==> config.mk <==
export PLATFORM = sky130hd
export DESIGN_NAME = uart_frame_loader
export DESIGN_NICKNAME = d
export VERILOG_FILES = /design/src/rtl/uart_frame_pkg.sv /design/src/rtl/uart_rx_8n1.sv /design/src/rtl/uart_frame_loader.sv
export SDC_FILE = /design/constraint.sdc
export NUM_CORES = 1
export LEC_CHECK = 0
export CORE_ASPECT_RATIO = 0.75
export CORE_UTILIZATION = 45
export DETAILED_ROUTE_END_ITERATION = 10
export PLACE_DENSITY = 0.68
export SLEW_MARGIN = 10
export SYNTH_ARGS = -nofsm -noshare
export SYNTH_HDL_FRONTEND = slang
export SYNTH_SLANG_ARGS = --single-unit
export TNS_END_PERCENT = 30
==> constraint.sdc <==
create_clock -name clk -period 1.8 [get_ports clk]
set_input_delay 0.36 -clock clk [delete_from_list [all_inputs] [get_ports clk]]
set_output_delay 0.36 -clock clk [all_outputs]
set_load 0.01 [all_outputs]
Fig. 1: met3 routing
The bar under the picture is 20 um long.
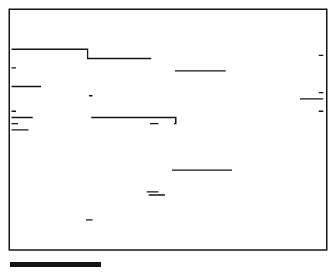
share of all routed wire: 3.9%
nets with wire on the layer: 14
main direction: horizontal
met3 layer usage reported by global route: 0.0577
Final Routed Wirelength: 2.74 mm
count of vias placed by the detailed router: 1084

Fig. 2: routing congestion
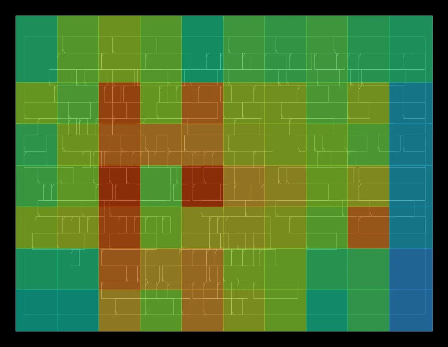
Total GRT Usage: 0.168
met2 track demand over resource: 0.231
GR Layer Usage met1: 0.226

Fig. 3: the metal 2 layer
Cells faint in the background.
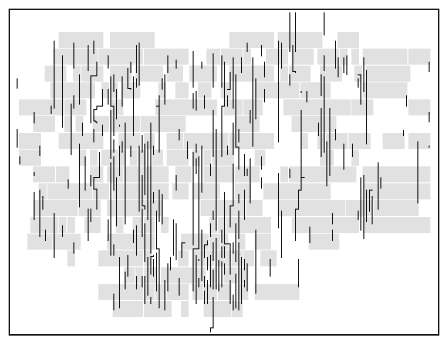
main direction: vertical
nets with wire on the layer: 141
longest straight run: 21.1 um
wire length on this layer: 1090 um
share of all routed wire: 40%

==> run summary <==
Implementation results are summarized by area below.

Clocking
The buffer cell driving the clock tree root is sky130_fd_sc_hd__clkbuf_8. The clock sink count is 37. In this run, post-CTS hold repair placed 0 buffers. As reported, the later end of the worst-skew pair has a clock insertion delay of 290 ps. For reference, the clock transition at the flip-flops on the worst setup and hold paths is approximately 70 ps.

Floorplan
The core footprint is 0.00308 sq mm. For this floorplan the total number of well-tap instances is 38. The die boundary width is 69.3 um. The floorplan report gives the top-level pin count as 15.

The initial core utilization is 0.495. The report lists the number of standard-cell rows as 17. The total die size is 0.00363 sq mm.

Setup path
The worst setup path is captured at a flip-flop. The slack of the worst reg-to-reg path is around 87 ps. The required time reported for the critical path endpoint is 1980 ps.

Synthesis
Yosys reported that registers with async set or reset make up 0. For reference, the top cells by count after synthesis are 29 x sky130_fd_sc_hd__dfxtp_1, 21 x sky130_fd_sc_hd__nor2_1. The most instantiated library cell after synthesis is sky130_fd_sc_hd__dfxtp_1. After synthesis the cells add up to 0.00153 sq mm. The net count entering floorplan is 153.

The Yosys chip area is 0.00153 sq mm. The mean instance size in the synthesized netlist is between 10 and 15 sq um. The synthesized-area fraction occupied by ao, oa, aoi and oai cells is 0.110. The number of warnings printed during yosys synthesis is 0.

Yosys shows that the main logic family after synthesis is simple AND/OR/NAND/NOR gates. The area fraction in mux cells is 0.0672. The share of the synthesized area in the top cell type is 0.380.

The flip-flop and latch count after synthesis is 37. The fraction of the mapped netlist area in adder cells is 0.0655. For this run, the leading register cell type out of synthesis is sky130_fd_sc_hd__dfxtp_1. The distinct cell type count of the synthesized netlist is 36.

Layout
The clock buffer and inverter area fraction after layout is 0.0425. In the final layout, the multi-input gates occupy 672 sq um. The count of inverters other than clock inverters in the layout is 7. After filler insertion, the fill cell instance count of the layout stands at 246. The number of flip-flops in the largest register is 8.

The number of diodes added for antenna fixing is 0. The final design was reported to hold multi-input combinational gates totalling 91. The share of post-route cells with drive strength above 1 is 0.173. After layout, the clock buffer instance count stands at 8. The non-filler instance count after layout is 206.

Final timing
Of the available clock period, the critical path in the final layout requires 0.952. Between clock sinks in the finished design, the worst skew comes to 6.76 ps. Endpoints with negative setup slack in the final report add up to 0.

In this build the clock could be raised as far as between 0.5 and 0.6 GHz. The worst max-slew margin expressed relative to the limit is 0.802. The final hold violation count recorded for this run is 0.

Placement
The detailed-placement wirelength estimate is 1.93 mm. Per the placement log, port buffering inserted 14 buffers. Once placement completed, the tool counted placed cells totaling 196.

Power
The total power consumption of the routed design is 1440 uW. The maximum vdd drop is 0.431 mV. In this run the static leakage power is 0.000769 uW. The power per standard cell area is 763 mW/mm^2.

GRT
The largest net degree at the start of global routing is 17. The number of antenna violations at the first check in global routing is 0.

Flow run
Warnings raised by the tools during the run amount to 28.

Detailed routing
The first TritonRoute pass finished after 4 iterations. The sum of met2 wire segment lengths after detailed routing is 1.09 mm. The average via count per standard cell is 5.26. The highest routed metal layer is met4. After detailed routing, the number of remaining DRC violations is 0.

After the first detailed-routing iteration, the DRC count stood at 32. In the final routing, the length of wire on met1 measures 1.49 mm.

Status
The flow ran to the end, and the final reports show no timing, DRC or antenna violations.

Worst hold path
The cell depth of the worst hold path is 1. The worst hold-check path type is flip-flop to flip-flop.
## per-layer routing
| metal | track usage | vias to the layer above |
|---|---|---|
| met5 | 0 | - |
| met3 | 0.0577 | 7 |
| met1 | 0.226 | 503 |
| met2 | 0.231 | 22 |
| met4 | 0.102 | 0 |
| li1 | - | 552 |
## worst max-delay path, cell delays in order, from the launching register on
cell                      delay (ps)
sky130_fd_sc_hd__dfxtp_1         360
sky130_fd_sc_hd__ha_4            160
sky130_fd_sc_hd__ha_4            120
sky130_fd_sc_hd__nand4_2         110
sky130_fd_sc_hd__a311o_2         470
sky130_fd_sc_hd__buf_12          170
sky130_fd_sc_hd__mux2i_1         140
sky130_fd_sc_hd__nor2_1           60
## cell usage in the layout, fill, tap and decap left out, drive strengths merged, types with 2 or more instances in the layout
cell	instances
dfxtp	29
nor2	21
clkdlybuf4s50	14
buf	11
a21oi	8
mux2i	8
edfxtp	8
ha	8
clkbuf	8
inv	7
nand2	6
nand2b	5
nand3	4
nor3	4
a22o	3
nand4	3
and3	2
and4bb	2
mux2	2
o21ai	2
## report_power, final
group          internal [uW]  leakage [uW]  switching, uW  total (uW)
clock network            275     0.0000395            274         549
registers                849      0.000307           2.46         851
logic                   15.3      0.000423           20.9        36.2
## stage by stage
| stage | util | setup slack (ps) | instance area, sq um | hold WS (ps) |
|---|---|---|---|---|
| after floorplan | - | 48.9 | 1530 | 386 |
| after global placement | 0.566 | 73.8 | 1740 | 397 |
| after detailed placement | 0.566 | -34.2 | 1740 | 399 |
| after CTS | 0.600 | 70.1 | 1850 | 415 |
| after global routing | 0.611 | 5.68 | 1880 | 430 |
| final | 0.611 | 86.9 | 1880 | 415 |
## timing repair
item                                    in CTS  in global routing
hold endpoints to repair                     0                  0
pin swaps                                    1                  1
endpoints found under the setup margin       3                  9
resized                                      0                  6
setup buffers                                2                  0
Power is estimated from default activity; no workload was simulated.
